## config.mk

```make
export PLATFORM = sky130hd
export DESIGN_NAME = nano_eint_ctrl_flat
export DESIGN_NICKNAME = d
export VERILOG_FILES = /design/src/rtl/nano_eint_ctrl_if.sv /design/src/rtl/nano_eint_ctrl.sv /design/src/flat_wrapper.sv
export SDC_FILE = /design/constraint.sdc
export NUM_CORES = 1
export LEC_CHECK = 0
export CAP_MARGIN = 20
export CELL_PAD_IN_SITES_DETAIL_PLACEMENT = 1
export CELL_PAD_IN_SITES_GLOBAL_PLACEMENT = 1
export CORE_MARGIN = 2
export CORE_UTILIZATION = 29
export DETAILED_ROUTE_END_ITERATION = 10
export PLACE_DENSITY = 0.69
export REMOVE_ABC_BUFFERS = 1
export SYNTH_ARGS = -nofsm -noshare
export SYNTH_HDL_FRONTEND = slang
export SYNTH_SLANG_ARGS = --single-unit
```

## constraint.sdc

```tcl
create_clock -name clk -period 1.55 [get_ports clk]
set_input_delay 0.2325 -clock clk [delete_from_list [all_inputs] [get_ports clk]]
set_output_delay 0.2325 -clock clk [all_outputs]
set_load 0.1 [all_outputs]
```

## src/rtl/nano_eint_ctrl_if.sv

```systemverilog
// nano_eint_ctrl_if
// Groups the external interrupt lines, the configuration write port and the
// core-side request/acknowledge handshake of the Nano external-interrupt
// controller into one bundle.
//
// Signals
//   eint      external interrupt lines (asynchronous)
//   cfg_we    config write strobe, one cycle
//   cfg_sel   0=MASK(1=masked) 1=EDGE(1=edge) 2=POL(1=rising/high) 3=PEND_CLR(W1C)
//   cfg_data  config write data
//   ack       core accepts the current request (pulse)
//   eoi       core ends service (pulse)
//   irq       request to core
//   irq_id    index of the requested / in-service channel
//   pending   effective pending vector, before masking
//   busy      a request is in service
//   dbg_state controller FSM state (0=IDLE 1=REQ 2=SVC)
//
// Handshake: irq is held high with a stable irq_id until ack is seen while
// irq is high; the request is then in service (busy=1) until eoi is seen.
// ack outside the request phase and eoi outside service are ignored; when
// ack and eoi arrive together in the request phase only ack acts.
//
// Modports
//   master  the side driving lines, config and ack/eoi (core / testbench)
//   slave   the controller itself

interface nano_eint_ctrl_if #(
    parameter int N_INT = 3,
    parameter int ID_W  = 3
);
    logic [N_INT-1:0] eint;
    logic             cfg_we;
    logic [1:0]       cfg_sel;
    logic [N_INT-1:0] cfg_data;
    logic             ack;
    logic             eoi;
    logic             irq;
    logic [ID_W-1:0]  irq_id;
    logic [N_INT-1:0] pending;
    logic             busy;
    logic [1:0]       dbg_state;

    modport master (
        output eint, cfg_we, cfg_sel, cfg_data, ack, eoi,
        input  irq, irq_id, pending, busy, dbg_state
    );

    modport slave (
        input  eint, cfg_we, cfg_sel, cfg_data, ack, eoi,
        output irq, irq_id, pending, busy, dbg_state
    );
endinterface

```

## src/rtl/nano_eint_ctrl.sv

```systemverilog
// nano_eint_ctrl
// Parametrised external-interrupt controller. Each channel passes through a
// synchroniser, is normalised to an active-high view by its polarity bit and
// is either followed directly (level mode) or latched as pending on a rising
// event (edge mode). A fixed-priority arbiter (channel 0 highest) presents
// one request at a time to the core, which takes it with ack and retires it
// with eoi. No nesting: events arriving during service only pend.
//
// Ports
//   clk   system clock
//   rst   synchronous reset, active-high
//   bus   nano_eint_ctrl_if.slave (lines, config, ack/eoi, irq/irq_id,
//         pending, busy, dbg_state)
//
// Parameters
//   N_INT        number of channels (1..8)
//   SYNC_STAGES  synchroniser depth (>=2)
//   ID_W         width of irq_id, 2**ID_W >= N_INT

module nano_eint_ctrl #(
    parameter int N_INT       = 3,
    parameter int SYNC_STAGES = 2,
    parameter int ID_W        = 3
) (
    input  logic               clk,
    input  logic               rst,
    nano_eint_ctrl_if.slave    bus
);

    typedef enum logic [1:0] {
        ST_IDLE = 2'd0,
        ST_REQ  = 2'd1,
        ST_SVC  = 2'd2
    } state_t;

    // ------------------------------------------------------------------
    // Synchroniser
    // ------------------------------------------------------------------
    logic [N_INT-1:0] sync_q [SYNC_STAGES];

    always_ff @(posedge clk) begin
        if (rst) begin
            for (int k = 0; k < SYNC_STAGES; k++) begin
                sync_q[k] <= '0;
            end
        end else begin
            sync_q[0] <= bus.eint;
            for (int k = 1; k < SYNC_STAGES; k++) begin
                sync_q[k] <= sync_q[k-1];
            end
        end
    end

    // ------------------------------------------------------------------
    // Configuration registers
    // ------------------------------------------------------------------
    logic [N_INT-1:0] mask_q, edge_q, pol_q;
    logic [N_INT-1:0] mask_d, edge_d, pol_d;
    logic             wr_mask, wr_edge, wr_pol, wr_pclr;

    assign wr_mask = bus.cfg_we && (bus.cfg_sel == 2'd0);
    assign wr_edge = bus.cfg_we && (bus.cfg_sel == 2'd1);
    assign wr_pol  = bus.cfg_we && (bus.cfg_sel == 2'd2);
    assign wr_pclr = bus.cfg_we && (bus.cfg_sel == 2'd3);

    assign mask_d = wr_mask ? bus.cfg_data : mask_q;
    assign edge_d = wr_edge ? bus.cfg_data : edge_q;
    assign pol_d  = wr_pol  ? bus.cfg_data : pol_q;

    always_ff @(posedge clk) begin
        if (rst) begin
            mask_q <= '1;
            edge_q <= '1;
            pol_q  <= '1;
        end else begin
            mask_q <= mask_d;
            edge_q <= edge_d;
            pol_q  <= pol_d;
        end
    end

    // ------------------------------------------------------------------
    // Active-high view and event detection
    // ------------------------------------------------------------------
    logic [N_INT-1:0] s_now;
    logic [N_INT-1:0] s_prev_q;
    logic [N_INT-1:0] s_prev_d;
    logic [N_INT-1:0] evt;

    assign s_now = sync_q[SYNC_STAGES-1] ^ ~pol_q;

    // s_prev is always reloaded through the polarity that will be in force
    // next cycle. Outside a POL write this equals s_now; on a POL write it
    // keeps the flipped view from looking like a fresh rising event.
    assign s_prev_d = sync_q[SYNC_STAGES-1] ^ ~pol_d;
    assign evt      = s_now & ~s_prev_q;

    always_ff @(posedge clk) begin
        if (rst) begin
            s_prev_q <= '0;
        end else begin
            s_prev_q <= s_prev_d;
        end
    end

    // ------------------------------------------------------------------
    // Pending latch (edge channels only)
    // ------------------------------------------------------------------
    state_t           state_q, state_d;
    logic [ID_W-1:0]  irq_id_q, irq_id_d;
    logic [N_INT-1:0] pend_q, pend_d;
    logic [N_INT-1:0] pend_clr, ack_clr;
    logic [N_INT-1:0] pend_eff, req_vec;
    logic             ack_take;

    assign ack_take = (state_q == ST_REQ) && bus.ack;
    assign pend_clr = wr_pclr ? bus.cfg_data : '0;

    always_comb begin
        ack_clr = '0;
        for (int i = 0; i < N_INT; i++) begin
            ack_clr[i] = ack_take && (irq_id_q == ID_W'(i));
        end
    end

    // Clears are applied first and the event is OR-ed after, so a set and a
    // clear in the same cycle leave the bit set. Bits of level channels are
    // held at zero so a later switch to edge mode starts clean.
    assign pend_d = ((pend_q & ~(pend_clr | ack_clr)) | evt) & edge_d;

    always_ff @(posedge clk) begin
        if (rst) begin
            pend_q <= '0;
        end else begin
            pend_q <= pend_d;
        end
    end

    assign pend_eff = (edge_q & pend_q) | (~edge_q & s_now);
    assign req_vec  = pend_eff & ~mask_q;

    // ------------------------------------------------------------------
    // Fixed-priority pick: lowest set index wins
    // ------------------------------------------------------------------
    logic [ID_W-1:0] lowest_id;

    always_comb begin
        lowest_id = '0;
        for (int i = N_INT - 1; i >= 0; i--) begin
            if (req_vec[i]) begin
                lowest_id = ID_W'(i);
            end
        end
    end

    // ------------------------------------------------------------------
    // Request / service FSM
    // ------------------------------------------------------------------
    always_ff @(posedge clk) begin
        if (rst) begin
            state_q  <= ST_IDLE;
            irq_id_q <= '0;
        end else begin
            state_q  <= state_d;
            irq_id_q <= irq_id_d;
        end
    end

    always_comb begin
        state_d  = state_q;
        irq_id_d = irq_id_q;
        case (state_q)
            ST_IDLE: begin
                if (|req_vec) begin
                    state_d  = ST_REQ;
                    irq_id_d = lowest_id;
                end
            end
            ST_REQ: begin
                // eoi is deliberately not looked at here
                if (bus.ack) begin
                    state_d = ST_SVC;
                end
            end
            ST_SVC: begin
                if (bus.eoi) begin
                    state_d = ST_IDLE;
                end
            end
            default: begin
                state_d = ST_IDLE;
            end
        endcase
    end

    // Outputs decode the registered state, so they are glitch-free.
    assign bus.irq       = (state_q == ST_REQ);
    assign bus.busy      = (state_q == ST_SVC);
    assign bus.irq_id    = irq_id_q;
    assign bus.pending   = pend_eff;
    assign bus.dbg_state = state_q;

endmodule
```

## src/flat_wrapper.sv

```systemverilog
// flat-port wrapper written by rule: the top's interface ports become plain ports
module nano_eint_ctrl_flat 
#(
    parameter int N_INT       = 3,
    parameter int SYNC_STAGES = 2,
    parameter int ID_W        = 3
)
  (clk, rst, bus_eint, bus_cfg_we, bus_cfg_sel, bus_cfg_data, bus_ack, bus_eoi, bus_irq, bus_irq_id, bus_pending, bus_busy, bus_dbg_state);
  nano_eint_ctrl_if #(.N_INT(N_INT), .ID_W(ID_W)) bus_i ();
  input  logic clk;
  input  logic rst;
  input wire logic [$bits(bus_i.eint)-1:0] bus_eint;
  input wire logic [$bits(bus_i.cfg_we)-1:0] bus_cfg_we;
  input wire logic [$bits(bus_i.cfg_sel)-1:0] bus_cfg_sel;
  input wire logic [$bits(bus_i.cfg_data)-1:0] bus_cfg_data;
  input wire logic [$bits(bus_i.ack)-1:0] bus_ack;
  input wire logic [$bits(bus_i.eoi)-1:0] bus_eoi;
  output wire logic [$bits(bus_i.irq)-1:0] bus_irq;
  output wire logic [$bits(bus_i.irq_id)-1:0] bus_irq_id;
  output wire logic [$bits(bus_i.pending)-1:0] bus_pending;
  output wire logic [$bits(bus_i.busy)-1:0] bus_busy;
  output wire logic [$bits(bus_i.dbg_state)-1:0] bus_dbg_state;
  assign bus_i.eint = bus_eint;
  assign bus_i.cfg_we = bus_cfg_we;
  assign bus_i.cfg_sel = bus_cfg_sel;
  assign bus_i.cfg_data = bus_cfg_data;
  assign bus_i.ack = bus_ack;
  assign bus_i.eoi = bus_eoi;
  assign bus_irq = bus_i.irq;
  assign bus_irq_id = bus_i.irq_id;
  assign bus_pending = bus_i.pending;
  assign bus_busy = bus_i.busy;
  assign bus_dbg_state = bus_i.dbg_state;
  nano_eint_ctrl #(.N_INT(N_INT), .SYNC_STAGES(SYNC_STAGES), .ID_W(ID_W)) u_core (.clk(clk), .rst(rst), .bus(bus_i));
endmodule
```

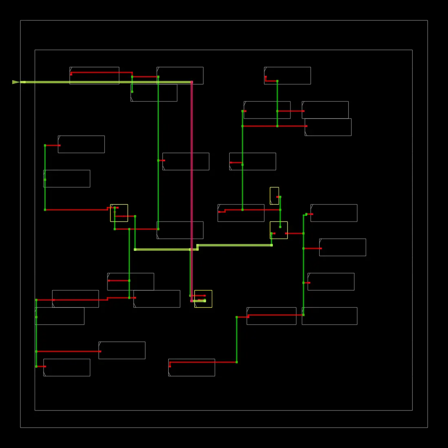
Run 1: the clock network
clk_skew: 2.51 ps
CTS Buf Count: 3
Late-Pin Clk Latency: 320 ps
Sink Count: 25

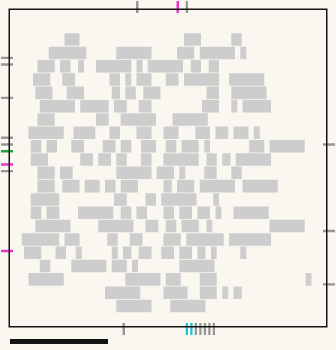
Run 1: I/O pins on the die edge
Bar = 20 µm. Pins as bars across the die edge, other pins in grey.
colour	port	pins	direction	edge
green	bus_cfg_we	1	input	west
cyan	bus_dbg_state	2	output	south
magenta	bus_eint	3	input	2 west, 1 north
all pins by edge	9 west, 8 south, 3 north, 3 east
Buffers on Ports: 21
die height: 64.5 µm
die width: 64.5 µm

==> flow_summary.json, run 1 <==
{
  "status": "finished clean",
  "die_area_um2": 4160,
  "p_comb_mw": 0.302,
  "synthesis.area_um2": 1060,
  "num_rows": 21,
  "dpl.cell_count": 185,
  "drt_pre_antenna_iters": 3,
  "final-nonclk-buf-share_pct": 24.5,
  "fin_util_pct": 45.8,
  "simple_gate_area_share_pct": 28.5,
  "path_clk_slew_ps": 130,
  "ys_sh_xor_pct": 4.95,
  "synthTopCellsByArea": "dfxtp_1, nor2b_1, mux2i_1",
  "netlist.area_leader.share_pct": 47.1,
  "maxPowerGroup": "registers",
  "wl_um": 2530,
  "r2r_start": "u_core.sync_q[0][4]",
  "combGateArea_um2": 587,
  "hold_ws_ps": 445,
  "lay_top_cells": "dfxtp_1, clkdlybuf4s50_1, buf_4",
  "largest_register_ffs": 6,
  "adder_share_pct": 0,
  "dpl_worst_slack_ps": -134,
  "final_area_um2": 1570,
  "grt_pass1_wl_um": 4270,
  "yosys_warnings": 0,
  "nMultiInputCombCells": 82,
  "critical_path.startpoint": "u_core.sync_q[0][4]",
  "rrSetupSlack_ps": 90,
  "track_usage_pct": 13.4,
  "synthToLayoutAreaGrowth_pct": 47.3,
  "ys_ff": 25,
  "drt_iter0_markers": 25,
  "setup.worst_path.start_class": "flip-flop",
  "irDropWorstVdd_uv": 505,
  "cp-end-kind": "output port",
  "tapCellCount": 46,
  "ant_nets": 0,
  "sh_seq_area_pct": 32.5,
  "fp_util_pct": 31.1,
  "ctsHoldBuffers": 0,
  "p_clk_share_pct": 22.7,
  "crit_fanout": 3,
  "crit_required_ps": 1320,
  "seq_power_share_pct": 53.9,
  "hold_violations": 0,
  "largest_register": "u_core.sync_q",
  "postCtsSetupRepairBufs": 0,
  "clockRootBuffer": "clkbuf_4",
  "max_stage_delay_ps": 370,
  "ys_area_um2": 1060,
  "grt_overflow": 0,
  "combPwrFrac_pct": 23.4,
  "hold_path.startpoint": "bus_eint[2]",
  "regArea_um2": 508,
  "post_dp_cell_area_um2": 1480,
  "wl_met3_um": 93,
  "route.detailed.drc": 0,
  "log.warning_count": 25,
  "gr-usage-met2_pct": 23.4,
  "drive_above_1_share_pct": 25.7,
  "maxUsedRoutingLayer": "met4",
  "cts_buffer_depth": 2,
  "finalCritPeriodShare_pct": 95.4,
  "critPathKind": "reg -> out",
  "hold_depth": 2,
  "final.setup.worst_slack_ps": 70.8,
  "worst-path-buf-inv": 1,
  "ys_cells": 111,
  "syn_inst": 111,
  "cts_tree": "done",
  "synth_cell_types": 28,
  "wl_met1_um": 1130,
  "wl_met2_um": 1270,
  "setup_viol": 0,
  "core_area_um2": 3420,
  "max_cap_viol_count": 0,
  "antenna_cells": 0,
  "p_leak_nw": 0.615,
  "crit_arrival_ps": 1250,
  "power_density_nw_per_um2": 826,
  "hpwl_um": 1960,
  "fin_tns_setup_ps": 0,
  "crit_slowest_cell": "dfxtp_1",
  "grt_max_degree": 18,
  "num-clock-buffers": 4,
  "yosys-top-cells-count": "dfxtp_1, nor2b_1, nor2_1",
  "netlist_logic_family_top": "simple AND/OR/NAND/NOR gates",
  "top_cell": "dfxtp_1",
  "cp.depth": 3,
  "n_all_inverters": 1,
  "critPathCapture": "bus_pending[1]",
  "switching_power_mw": 0.387,
  "swShare_pct": 29.9,
  "mux_share_pct": 5.65,
  "synthArstFlopShare_pct": 0,
  "min-delay-path-class": "in -> reg",
  "nets": 158,
  "seq_cells": 25,
  "htreeDepth": 1,
  "pg_seq_mw": 0.697,
  "post_drt_wl_per_cell_um": 13.3,
  "compound_area_share_pct": 11.7,
  "fmax_mhz": 676,
  "clk_share_pct": 1.68,
  "p_int_mw": 0.905,
  "ios": 23,
  "ys_seq_share_pct": 47.1,
  "avgViaCountPerCell": 4.82,
  "rsz0062_at_grt": "no",
  "clk-power_mw": 0.294,
  "vias": 916,
  "grt_util_met3_pct": 3.65,
  "grt_pass1_vias": 956,
  "largestClassByArea": "combinational gates",
  "cts_resized": 12,
  "period_minus_slack_ps": 1480,
  "top_area_cell": "dfxtp_1",
  "path_cells": "xor2_2, o21ai_2, buf_12",
  "power_mw": 1.29,
  "buffers_excl_clock": 32,
  "place_congestion": 0.687,
  "ff2ff_path_depth": 4,
  "ff_type": "dfxtp_1",
  "gr-usage-met1_pct": 15.4,
  "path_delay_family": "flip-flops",
  "hold_end": "u_core.sync_q[0][2]",
  "busiest_layer": "met2",
  "n_fill_cell": 398,
  "edf_count": 0,
  "antenna_found_initial": 0,
  "synth.avg_cell_area_um2": 9.57,
  "r2r_end": "u_core.bus.irq_id[0]",
  "maxSlewViolCount": 0
}
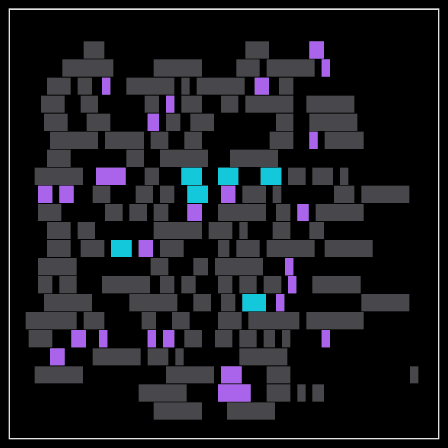
Run 1: gate families picked out
colour	family	cells
purple	nor cells	25
cyan	non-inverting ao/oa cells	6
final instance count without filler cells: 190
Commonest Layout Cell: dfxtp_1
Comb area share: 37.5%

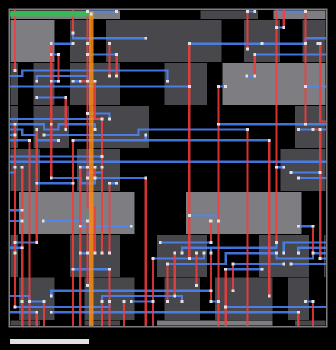
Run 1: close-up of the layout
Bar = 5 µm. Region (22, 35) to (42, 55) µm. Cells in grey, sequential cells in the stronger grey; small squares are vias.
colour	layer
green	M3
red	M2
blue	M1
orange	M4
sequential cells in the window	3
netlist names of flops here include	u_core.mask_q (2), u_core.pol_q (1)
cells with their middle in the window	24
most frequent	mux2i_1 (3), dfxtp_1 (3)

--- run 2 (diff from run 1) ---
DONT_BUFFER_PORTS = 1   (was default)
PLACE_DENSITY = 0.58   (was 0.69)
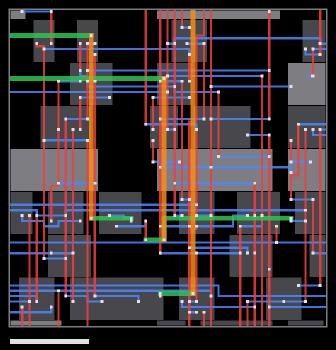
Run 2: close-up of the layout
Bar = 5 µm. Region (22, 35) to (42, 55) µm. Cells in grey, sequential cells in the stronger grey; small squares are vias.
colour	layer
green	M3
orange	M4
blue	M1
red	M2
cells with their middle in the window	24
sequential cells in the window	2
netlist names of flops here include	u_core.mask_q (1), u_core.pend_q (1)
most frequent	nor2b_1 (4), nand3b_1 (3)

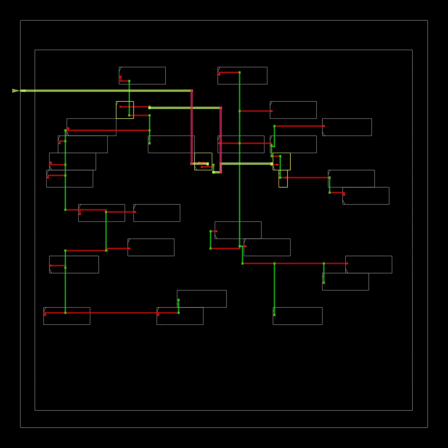
Run 2: the clock network
Power Clock: 0.295 mW
clk_skew: 5.30 ps
flop count: 25

==> flow_summary.json, run 2 <==
{
  "yosys-top-cells-count": "dfxtp_1, nor2b_1, nor2_1",
  "ys_area_um2": 1060,
  "worst-path-buf-inv": 1,
  "p_leak_nw": 0.524,
  "fin_tns_setup_ps": 0,
  "edf_count": 0,
  "clk_share_pct": 1.94,
  "pg_seq_mw": 0.699,
  "nMultiInputCombCells": 82,
  "critical_path.startpoint": "u_core.sync_q[0][3]",
  "comb_area_share_pct": 43.6,
  "track_usage_pct": 13.0,
  "wl_met3_um": 99,
  "num-clock-buffers": 4,
  "dpl.cell_count": 165,
  "power_mw": 1.24,
  "final-nonclk-buf-share_pct": 12.2,
  "crit_required_ps": 1320,
  "n_fill_cell": 399,
  "ys_ff": 25,
  "crit_arrival_ps": 1270,
  "hpwl_um": 1750,
  "setup.worst_path.start_class": "flip-flop",
  "netlist.area_leader.share_pct": 47.1,
  "post_drt_wl_per_cell_um": 14.8,
  "status": "finished clean",
  "ys_cells": 111,
  "switching_power_mw": 0.373,
  "syn_inst": 111,
  "max_cap_viol_count": 0,
  "maxPowerGroup": "registers",
  "rrSetupSlack_ps": 70,
  "cts_sinks": 25,
  "final.setup.worst_slack_ps": 46.3,
  "final_area_um2": 1350,
  "max_stage_delay_ps": 370,
  "tapCellCount": 46,
  "yosys_warnings": 0,
  "hold_depth": 1,
  "hold_violations": 0,
  "hold_end": "u_core.edge_q[2]",
  "synthArstFlopShare_pct": 0,
  "crit_slowest_cell": "dfxtp_2",
  "fmax_mhz": 665,
  "die_area_um2": 4160,
  "min-delay-path-class": "in -> reg",
  "antenna_cells": 0,
  "path_cells": "xor2_2, o21ai_4, buf_12",
  "core_area_um2": 3420,
  "cp.depth": 3,
  "largestClassByArea": "combinational gates",
  "clk_latency_ps": 320,
  "dieWidth_um": 64.5,
  "cts_resized": 5,
  "path_delay_family": "flip-flops",
  "lay_top_cells": "dfxtp_1, nor2_1, nor2b_1",
  "wl_met2_um": 1240,
  "busiest_layer": "met2",
  "combGateArea_um2": 589,
  "irDropWorstVdd_uv": 473,
  "gr-usage-met1_pct": 15.2,
  "cp-end-kind": "output port",
  "gr-usage-met2_pct": 22.5,
  "largest_register_ffs": 6
}
Power is estimated from default activity; no workload was simulated.
